==> config.mk <==
export PLATFORM = sky130hd
export DESIGN_NAME = sme_load_buffer
export DESIGN_NICKNAME = d
export VERILOG_FILES = /design/src/rtl/sme_load_buffer.sv
export SDC_FILE = /design/constraint.sdc
export NUM_CORES = 1
export LEC_CHECK = 0
export CELL_PAD_IN_SITES_DETAIL_PLACEMENT = 1
export CELL_PAD_IN_SITES_GLOBAL_PLACEMENT = 1
export CORE_UTILIZATION = 41
export DETAILED_ROUTE_END_ITERATION = 8
export GPL_ROUTABILITY_DRIVEN = 0
export PLACE_DENSITY_LB_ADDON = 0.1
export SKIP_CTS_REPAIR_TIMING = 1
export SLEW_MARGIN = 20
export SYNTH_ARGS = -nofsm -noshare
export SYNTH_HDL_FRONTEND = slang
export SYNTH_SLANG_ARGS = --single-unit
==> constraint.sdc <==
create_clock -name clk -period 4.6 [get_ports clk]
set_input_delay 1.15 -clock clk [delete_from_list [all_inputs] [get_ports clk]]
set_output_delay 1.15 -clock clk [all_outputs]
set_load 0.02 [all_outputs]
**Run 1: a small window of the routed layout**

Region (137, 39) to (157, 59) um. Cells in grey, sequential cells in the stronger grey; small squares are vias.
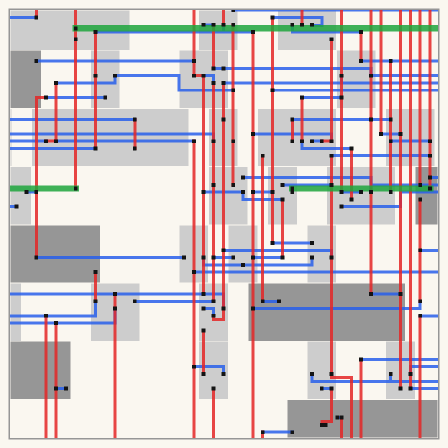
layer	colour
metal 3	green
metal 1	blue
metal 2	red
sequential cells in the window	3
cells with their middle in the window	24
most frequent	nor2_1 (6), nand2_1 (4)

**Run 1: clock network drawn from the DEF**

Scale: 1.5 px per um.
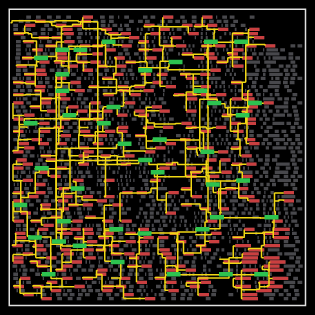
[clock drivers] green | count: 42
[flip-flops] red | count: 364
[clock wires] yellow | length: 4900 um
flops lie	spread over the die
clock group power: 3.32 mW
skew final: 15.1 ps
Clk network pwr share: 47.5%
clk_lat worst skew: 560 ps

**Run 1: the metal 4 layer**

Scale: 2 px per um.
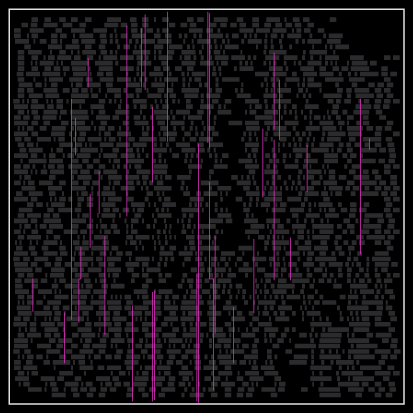
share of all routed wire	2.8%
wire length on this layer	1580 um
longest straight run	129 um
main direction	vertical
nets with wire on the layer	25
routed vias: 13731
post-detailed-routing wire length: 57200 um

==> run summary, run 1 <==
From the run reports.

- The flow ran to the end, and the final reports show no timing, DRC or antenna violations.
- The count of antenna-violating nets left after detailed routing reads 0.
- The aggregate global routing overflow is 0.
- The count of maximum capacitance violations reads 0.
- The clock transition at the registers of the reported paths reads roughly 60 ps.
- The final core utilization reads a little under three fifths.
- The highest attainable clock frequency reads between 200 and 300 MHz.
- The placed instances occupy a cell area of just under 0.02 mm^2.
- The commonest register cell is dfxtp_1.
- The maximum fanout encountered on the critical timing path reads 23.
- The max-slew violation count reads 0.
- The synthesis warning total reads 0.
- The share of the Yosys chip area taken by registers is ~48%.
- The final design area excluding fillers is approximately 0.021 mm^2.
- The detail-routed via count per cell is between 5 and 6.
- On the final layout, the worst hold slack is 455 ps.
- The count of cells along the worst register-to-register path reads 9.
- The share of synthesized registers carrying an async set or reset is 0%.
- The cell row count reads 70.
- The number of I/O pins is about 370.
- The complex-gate fraction of the synthesized area is 6.70%.
- The repair_antennas step left the layout with diodes totalling 0.
- The number of H-tree levels is 2.
- After detailed placement, the design holds a cell count of ~2400.
- The number of hold violations in the final report reads 0.
- The critical path in this run is classified as reg2reg.
- The power in combinational cells reads 0.436 mW.
- The number of DRC violations after detailed routing reads 0.
- The worst setup path is launched from a register.
- The worst slew slack as a fraction of its limit reads a little under 30%.
- The global-route wire length before repair is between 80000 and 90000 um.
- The horizontal die size reads between 150 and 200 um.
- The area added between synthesis and finish reads 35.2%.
- The HPWL after detailed placement is roughly 40000 um.
- The number of nets in the synthesized netlist is 1666.
- The fraction of the mapped netlist area in adder cells is less than 1%.
- The sequential cell fraction of total power is 46.2%.
- Per the synthesis report, the XOR/XNOR share of the synthesized area is under 10%.
- The synthesized design spends more area on one cell type than any other, namely dfxtp_1.
- In the final routed layout, each cell accounts on average for roughly 23 um.
## run 1: layer usage
layer,share of wire [%],GRT usage (%),vias up
met5,0,0,-
met3,7.0,7.68,77
met4,2.8,9.78,0
met1,41,34.6,6886
li1,-,-,6346
met2,49,50.9,422
## run 1: final cells by class
type	instances	area (um^2)	area share, %
Clock buffer	62	1250	5.95
Clock inverter	11	108	0.513
Sequential cell	364	7530	35.9
Inverter	13	56.3	0.268
Tap cell	504	631	3.00
Timing Repair Buffer	398	3910	18.6
Multi-Input combinational cell	1159	7510	35.8
## run 1: critical path: stages, from the launching register on
cell and delay (ps):
dfxtp_1 780, buf_4 410, mux4_2 330, and2_1 180
a21oi_1 150, xor2_1 120, nor4_4 500, and2_2 340
o21ai_1 240, o21ai_0 550
**Run 1: routing congestion map**

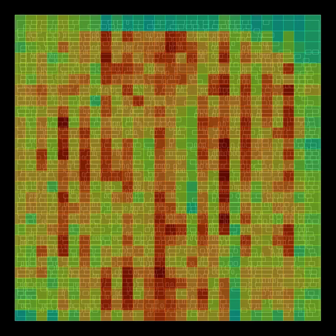

==> inputs of run 2 (changes only) <==
--- a/config.mk
+++ b/config.mk
@@ -7,7 +7,8 @@
 export LEC_CHECK = 0
 export CELL_PAD_IN_SITES_DETAIL_PLACEMENT = 1
 export CELL_PAD_IN_SITES_GLOBAL_PLACEMENT = 1
-export CORE_UTILIZATION = 41
+export CORE_UTILIZATION = 34
+export CTS_CLUSTER_SIZE = 25
 export DETAILED_ROUTE_END_ITERATION = 8
 export GPL_ROUTABILITY_DRIVEN = 0
 export PLACE_DENSITY_LB_ADDON = 0.1
==> constraint.sdc (replaced) <==
create_clock -name clk -period 3.4 [get_ports clk]
set_input_delay 0.85 -clock clk [delete_from_list [all_inputs] [get_ports clk]]
set_output_delay 0.85 -clock clk [all_outputs]
set_load 0.02 [all_outputs]
**Run 2: routing congestion map**

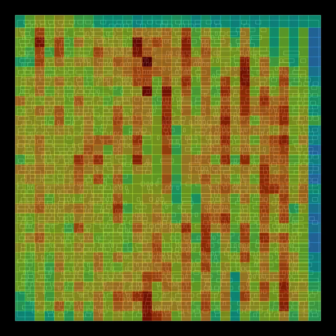
Most Used Layer, Global Route: met2
met2 Usage GRT: 42.9%
Layout Utilization: 48.7%

==> run 2 against run 1 <==
Clock skew up 7.4 ps. Count of clock-buffer cells in the layout rose by 4. Core utilization is 8.1 points lower. Clock power increased by 48%. Die area grew 20%. Register-to-register slack lost 390 ps. Synthesized cell count unchanged. Fmax rose by 25%. Synthesized area stayed put.
==> run summary, run 2 <==
From the run reports.

- The library cell with the highest instance count after synthesis reads dfxtp_1.
- The share of synthesized registers carrying an async set or reset came to 0% (unchanged).
- The aggregate global routing overflow reads 0 (unchanged).
- The kind of critical path is reg2reg.
- The power share of the clock group was 49.6% (+2.1 points).
- The final setup skew is 22.5 ps (+7.43 ps).
- The via count is 13683 (-0.35%).
- The data arrival time of the critical path is about 3400 ps.
- The detail-routed via count per cell is 5.16 (-5.7%).
- The number of H-tree levels was 2 (unchanged).
- The horizontal die size reads 216 um (+9.7%).
- From synthesis to final layout, the design area changed by 39.8%.
- The met1 routed wirelength after detailed routing is 25000 um (+6.9%).
- The group drawing the most power is the clock network.
- The total die area is ~0.047 mm^2.
- The placed cell count is 2576 (+5.7%).
- The cell depth of the worst setup path is 10 (+1).
- The kind of cell adding the most delay to the critical path is AND-OR/OR-AND gates.
- The cell row count was 77 (+10%).
- The type of element launching the critical path reads a register.
- The number of hold violations in the final report came to 0 (unchanged).
- The post-synthesis area per instance reads ~9.4 um^2.
- The via count of the first global-routing pass reads approximately 14000.
- The synthesis warning total came to 0 (unchanged).
- The count of cells along the worst register-to-register path reads 10 (+1).
- The complex-gate fraction of the synthesized area reads 6.70% (unchanged).
- The area share of xor/xnor cells in the synthesized design is 1.47% (unchanged).
- The power in combinational cells is 0.646 mW (+48%).
- The maximum fanout encountered on the critical timing path is 8 (-65%).
- The clock transition at the registers of the reported paths was 60 ps (about the same).
- The synthesized netlist handed to floorplanning was reported with a cell count of around 1600.
- Signal routing reaches up to met4.
- The leading register cell type out of synthesis is dfxtp_1.
- The met3 layer usage reported by global route reads 6.96% (-0.72 points).
- The met1 capacity usage during global routing is 30.4% (-4.2 points).
- The peak per-stage delay on the critical path is 510 ps (-270 ps).
- The biggest area consumer among synthesized cells reads dfxtp_1.
- The global-route wire length before repair was 90000 um (+3.7%).
- The number of DRC violations after detailed routing was 0 (unchanged).
- The max-slew violation count is 0 (unchanged).
- The worst-path cell with the longest stage delay is dfxtp_1.
- The total clock network power reads 4.92 mW (+48%).
- Ranked by instance count, the synthesized netlist is headed by 340 x dfxtp_1, 274 x nor2_1, 230 x mux2i_1.
- The wire length per cell after detailed routing is 22.5 um (-1.1%).
- The worst setup slack before clock tree synthesis is about 140 ps.
- The total cell area at the placement stage is 0.0202 mm^2 (+2.8%).
- The reg-to-reg setup timing slack is ~210 ps.
- The number of I/O pins is 369 (unchanged).
- The highest attainable clock frequency reads 314 MHz (+25%).
- The final worst hold slack was 455 ps (+0.532 ps).
- The cell occurring most often along the worst timing path reads buf_4.
- The wire length on met3 is 3900 um (-2.4%).
- The number of nets in the synthesized netlist is 1666 (unchanged).
- The fraction of the mapped netlist area in adder cells reads 0.887% (unchanged).
- The worst IR drop on VDD is between 0.3 and 0.4 mV.
- The total routing resource utilization after global routing reads about 25%.
- The buffering stage count on the worst path with inverters included is 2 (+1).
- The total wire length is 59800 um (+4.5%).
- The sequential cell fraction of total power is 43.9% (-2.3 points).
- The routed length on met2 was 28900 um (+2.7%).
- The number of enable-type register cells in the synthesized netlist reads 24.
- Walking the worst path, the cells encountered are buf_4 -> nor2b_1 -> buf_4 -> o2bb2ai_1 -> a221oi_1 -> xor2_1 -> nor4_4 -> and2_2 -> o21ai_2 -> o21ai_0.
- The final design area excluding fillers is 0.0217 mm^2 (+3.4%).
- The run finished with clean final reports.
- The worst slew slack as a fraction of its limit is 28.2% (-0.65 points).
- The count of maximum capacitance violations was 0 (unchanged).
- The sequential-to-total area share from yosys stat was 48.5% (unchanged).
- The clock latency of the later-clocked register in the worst-skew pair is 580 ps (+20 ps).
- The HPWL after detailed placement reads 42900 um (+6.8%).
- The count of antenna-violating nets left after detailed routing is 0 (unchanged).
-- run 2: worst register-to-register path, stage by stage, from the launching register on --
cell and delay [ps]:
dfxtp_1 510, buf_4 200, nor2b_1 90, buf_4 170, o2bb2ai_1 120, a221oi_1 370, xor2_1 180, nor4_4 350
and2_2 250, o21ai_2 150, o21ai_0 450
-- run 2: final cells by class --
| cell class | instances | area (um^2) | share of cell area (%) |
|---|---|---|---|
| well taps | 592 | 741 | 3.41 |
| clock inverters | 11 | 176 | 0.813 |
| clock buffers | 66 | 1350 | 6.20 |
| inverters | 13 | 56.3 | 0.259 |
| diodes | 1 | 2.50 | 0.0115 |
| flip-flops and latches | 364 | 7530 | 34.7 |
| repair buffers | 448 | 4340 | 20.0 |
| multi-input cells | 1159 | 7510 | 34.6 |
Power figures rest on the tool's default switching activity, not on a simulated workload.
